==> src/rtl/decoder38_seq.sv <==
// Registered 3-to-8 one-hot decoder with a small code FIFO.
// Each code drives y for max(hold,1) enabled cycles.
module decoder38_seq #(
  parameter int HOLD_W = 4,
  parameter int DEPTH  = 2,
  parameter int CNT_W  = 8
) (
  input  logic              clk,
  input  logic              rst_n,
  input  logic              en,
  input  logic              in_valid,
  output logic              in_ready,
  input  logic [2:0]        in_code,
  input  logic [HOLD_W-1:0] in_hold,
  output logic [7:0]        y,
  output logic              y_valid,
  output logic              busy,
  output logic [CNT_W-1:0]  done_cnt
);

  localparam int PW = $clog2(DEPTH);
  localparam int EW = 3 + HOLD_W;
  localparam logic [PW:0]       PONE = 1;
  localparam logic [HOLD_W-1:0] HONE = 1;
  localparam logic [CNT_W-1:0]  CONE = 1;

  typedef enum logic {IDLE, DRIVE} state_t;

  state_t            state_q, state_d;
  logic [EW-1:0]     mem_q [DEPTH];
  logic [EW-1:0]     mem_d [DEPTH];
  logic [PW:0]       wr_q, wr_d;
  logic [PW:0]       rd_q, rd_d;
  logic [HOLD_W-1:0] rem_q, rem_d;
  logic [7:0]        y_q, y_d;
  logic              yv_q, yv_d;
  logic [CNT_W-1:0]  done_q, done_d;

  logic              empty;
  logic              full;
  logic              push;
  logic              pop;
  logic [EW-1:0]     head;
  logic [2:0]        head_code;
  logic [HOLD_W-1:0] head_hold;
  logic [HOLD_W-1:0] head_rem;

  assign empty = (wr_q == rd_q);
  assign full  = (wr_q[PW] != rd_q[PW]) &&
                 (wr_q[PW-1:0] == rd_q[PW-1:0]);
  assign push  = in_valid && !full;

  assign head      = mem_q[rd_q[PW-1:0]];
  assign head_code = head[EW-1:HOLD_W];
  assign head_hold = head[HOLD_W-1:0];
  assign head_rem  = (head_hold == '0) ? '0 : head_hold - HONE;

  assign in_ready = !full;
  assign y        = en ? y_q : 8'h00;
  assign y_valid  = en && yv_q;
  assign busy     = !empty || (state_q == DRIVE);
  assign done_cnt = done_q;

  // next-state: fifo push/pop and hold sequencing, frozen while en=0
  always_comb begin
    state_d = state_q;
    mem_d   = mem_q;
    wr_d    = wr_q;
    rd_d    = rd_q;
    rem_d   = rem_q;
    y_d     = y_q;
    yv_d    = yv_q;
    done_d  = done_q;
    pop     = 1'b0;
    if (push) begin
      mem_d[wr_q[PW-1:0]] = {in_code, in_hold};
      wr_d = wr_q + PONE;
    end
    if (en) begin
      unique case (state_q)
        IDLE: begin
          if (!empty) begin
            pop     = 1'b1;
            state_d = DRIVE;
          end
        end
        DRIVE: begin
          if (rem_q != '0) begin
            rem_d = rem_q - HONE;
          end else begin
            done_d = done_q + CONE;
            if (!empty) begin
              pop = 1'b1;
            end else begin
              y_d     = 8'h00;
              yv_d    = 1'b0;
              state_d = IDLE;
            end
          end
        end
        default: state_d = IDLE;
      endcase
    end
    if (pop) begin
      rd_d  = rd_q + PONE;
      y_d   = 8'h01 << head_code;
      yv_d  = 1'b1;
      rem_d = head_rem;
    end
  end

  // state registers, async clear discards queue and current code
  always_ff @(posedge clk or negedge rst_n) begin
    if (!rst_n) begin
      state_q <= IDLE;
      mem_q   <= '{default: '0};
      wr_q    <= '0;
      rd_q    <= '0;
      rem_q   <= '0;
      y_q     <= 8'h00;
      yv_q    <= 1'b0;
      done_q  <= '0;
    end else begin
      state_q <= state_d;
      mem_q   <= mem_d;
      wr_q    <= wr_d;
      rd_q    <= rd_d;
      rem_q   <= rem_d;
      y_q     <= y_d;
      yv_q    <= yv_d;
      done_q  <= done_d;
    end
  end

endmodule

==> config.mk <==
export PLATFORM = sky130hd
export DESIGN_NAME = decoder38_seq
export DESIGN_NICKNAME = d
export VERILOG_FILES = /design/src/rtl/decoder38_seq.sv
export SDC_FILE = /design/constraint.sdc
export NUM_CORES = 1
export LEC_CHECK = 0
export ABC_AREA = 1
export CAP_MARGIN = 5
export CORE_ASPECT_RATIO = 1.1
export CORE_MARGIN = 2
export CORE_UTILIZATION = 49
export CTS_CLUSTER_DIAMETER = 120
export DETAILED_ROUTE_END_ITERATION = 6
export PLACE_DENSITY = 0.8
export SLEW_MARGIN = 40
export SYNTH_ARGS = -nofsm -noshare
export SYNTH_HDL_FRONTEND = slang
export SYNTH_SLANG_ARGS = --single-unit
export TNS_END_PERCENT = 1
==> constraint.sdc <==
create_clock -name clk -period 1.5 [get_ports clk]
set_input_delay 0.45 -clock clk [delete_from_list [all_inputs] [get_ports clk]]
set_output_delay 0.45 -clock clk [all_outputs]
set_load 0.02 [all_outputs]
==> ci_impl_report.md <==
## PnR job results

| Metric | Value |
|---|---|
| Top-area cell share | 0.466 |
| Cell count after synthesis | 273 |
| Cell Type Count | 25 |
| P_seq | 1.81 mW |
| Crit path largest cell delay | roughly 410 ps |
| Tot Pwr | around 5.8 mW |
| RSZ-0062 raised after global routing | yes |
| # fillers | 360 |
| Adder share | 0.0175 |
| Max layer used | met4 |
| Floorplan Nets | around 290 |
| Minimum clock period | 1700 ps |
| Initial antenna violation count | 0 |
| Sequential power share | 0.312 |
| Status | finished, violations left |
| Post-placement cell area | ~2700 µm² |
| Worst R2R Path Depth | 8 |
| Slew Viols, Final | 0 |
| Crit Path Max Fanout | 4 |
| NumNets Final | 356 |
| CTS resizes | between 60 and 70 |
| Fp_density | 0.504 |
| Buf/Inv on CP | 2 |
| CTS tree | yes |
| WL final | 4.60 mm |
| Overflow left after global routing | 0 |
| Worst r2r src | rem_q[1] |
| Max frequency | 587 MHz |
| Clock Skew | roughly 2 ps |
| DR WL/cell | 11.6 µm |
| Vias in the first global route | 1893 |
| DRT iter0 DRCs | 49 |
| Switching pwr | about 2.5 mW |
| Synthesized cell area | 2150 µm² |
| Post-synth EDFFs | 0 |
| Most used logic cell in the final layout | nand2_1 |
| ANT cells | 0 |
| Crit-path slowest cell | dfrtp_1 |
| Comb. cell area | 990 µm² |
| Minimum hold slack | 110 ps |
| Most frequent CP cell | nand2_2 |
| Max clock buf depth | 2 |
| FFs w/ async S/R, synth | 1.00 |
| Htree depth | 2 |
| Final setup violation count | 2 |
| Worst Setup EP | busy |
| Top cells by count | 107 x nand2_1, 40 x dfrtp_1, 32 x inv_1 |
| Number of max-cap violations | 0 |
| Dpl ws | -760 ps |
| Iteration tally of the first detailed-router pass | 4 |
| P_comb | roughly 3.3 mW |
| Post-Layout Cell Count | between 300 and 400 |
| Synth Flop Type | dfrtp_1 |
| Clk root buf | clkbuf_8 |
| Final hold viol count | 0 |
| Setup CP Type | flop to output pin |
| Xor and xnor area share after synthesis | 0.0449 |
| First-pass GRT wire length | around 7.8 mm |
| Worst path cell trace | inv_2, nand2_1, nand2_2, nor2_4, nand2_2, buf_6 |
| Worst-margin pin slew | 241 ps |
| YS chip area | 2150 µm² |
| Critical path arrival | 1250 ps |
| Failing checks | negative setup slack |
| Switching Share | 0.435 |
| Max VDD drop | approximately 0.0011 V |
| Crit end category | output pin |
| IO Count | 30 |
| Gate power share | 0.570 |
| RR Endpoint | y_q[5] |
| Die Wd | around 67 µm |
| Post-Synth AOI/OAI Area | 0.0682 |
| Top-count cell post-synth | nand2_1 |
| Synthesis Warnings | 0 |
| DR vias | between 1500 and 2000 |
| M1 WL | 1.75 mm |
| Final instance area | between 2000 and 3000 µm² |
| Cts hold-fix bufs | 0 |
| Layout cells sized above 1 | 0.266 |
| Largest net degree at the start of global routing | 41 |
| Power per Cell Area | around 2000 nW/µm² |
| #FFs+latches synth | 40 |
| Clk pwr share | 0.118 |
| R2R setup slack | 20 ps |
| Final worst-path setup slack | -205 ps |
registers in the layout, indices dropped and copies added, names as in the netlist:
signal,cells
done_cnt,8
rem_q,4
yv_q,1
rd_q,2
state_q,1
wr_q,2
y_q,8
mem_q,14
metal layers:
layer | track usage | up-vias
met5 | 0 | -
met4 | 0.0998 | 0
met3 | 0.0567 | 17
met2 | 0.385 | 46
met1 | 0.225 | 869
li1 | - | 968
layout make-up:
cell class / count / area share
Multi-Input combinational cell: 193 / 0.350
Timing Repair Buffer: 67 / 0.196
Clock inverter: 2 / 0.00443
Inverter: 35 / 0.0465
Sequential cell: 40 / 0.355
Tap cell: 54 / 0.0239
Clock buffer: 5 / 0.0243
Fig. 1: M3 wires
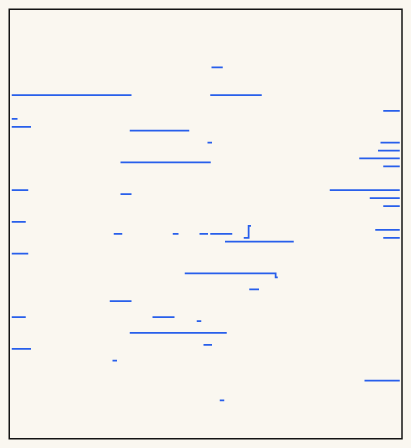
share of all routed wire: 4.1%
nets with wire on the layer: 29

Fig. 2: sequential cells grouped by signal name
Other sequential cells in the stronger grey, the rest of the logic in the fainter grey.
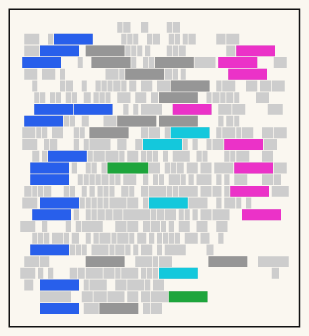
legend:
  rem_q:
    colour: cyan
    flops: 4
    where: middle
  mem_q:
    colour: blue
    flops: 14
  done_cnt:
    colour: magenta
    flops: 8
  rd_q:
    colour: green
    flops: 2

Fig. 3: routing congestion map
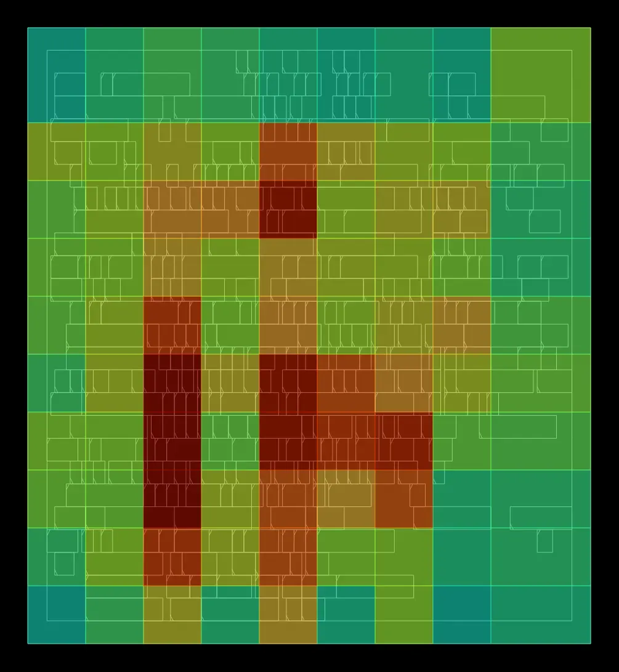
Overall Global Routing Usage: 0.212
met3 usage: 0.0567
Final Util: 0.664

Fig. 4: signal wires by layer
Only two layers are drawn.
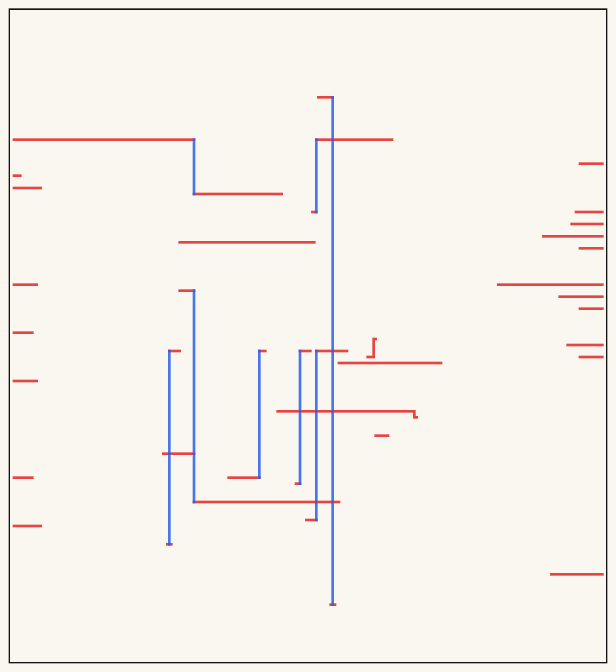
legend:
  met4:
    colour: blue
    wire_length: 165 µm
  met3:
    colour: red
    wire_length: 186 µm

Power figures rest on the tool's default switching activity, not on a simulated workload.
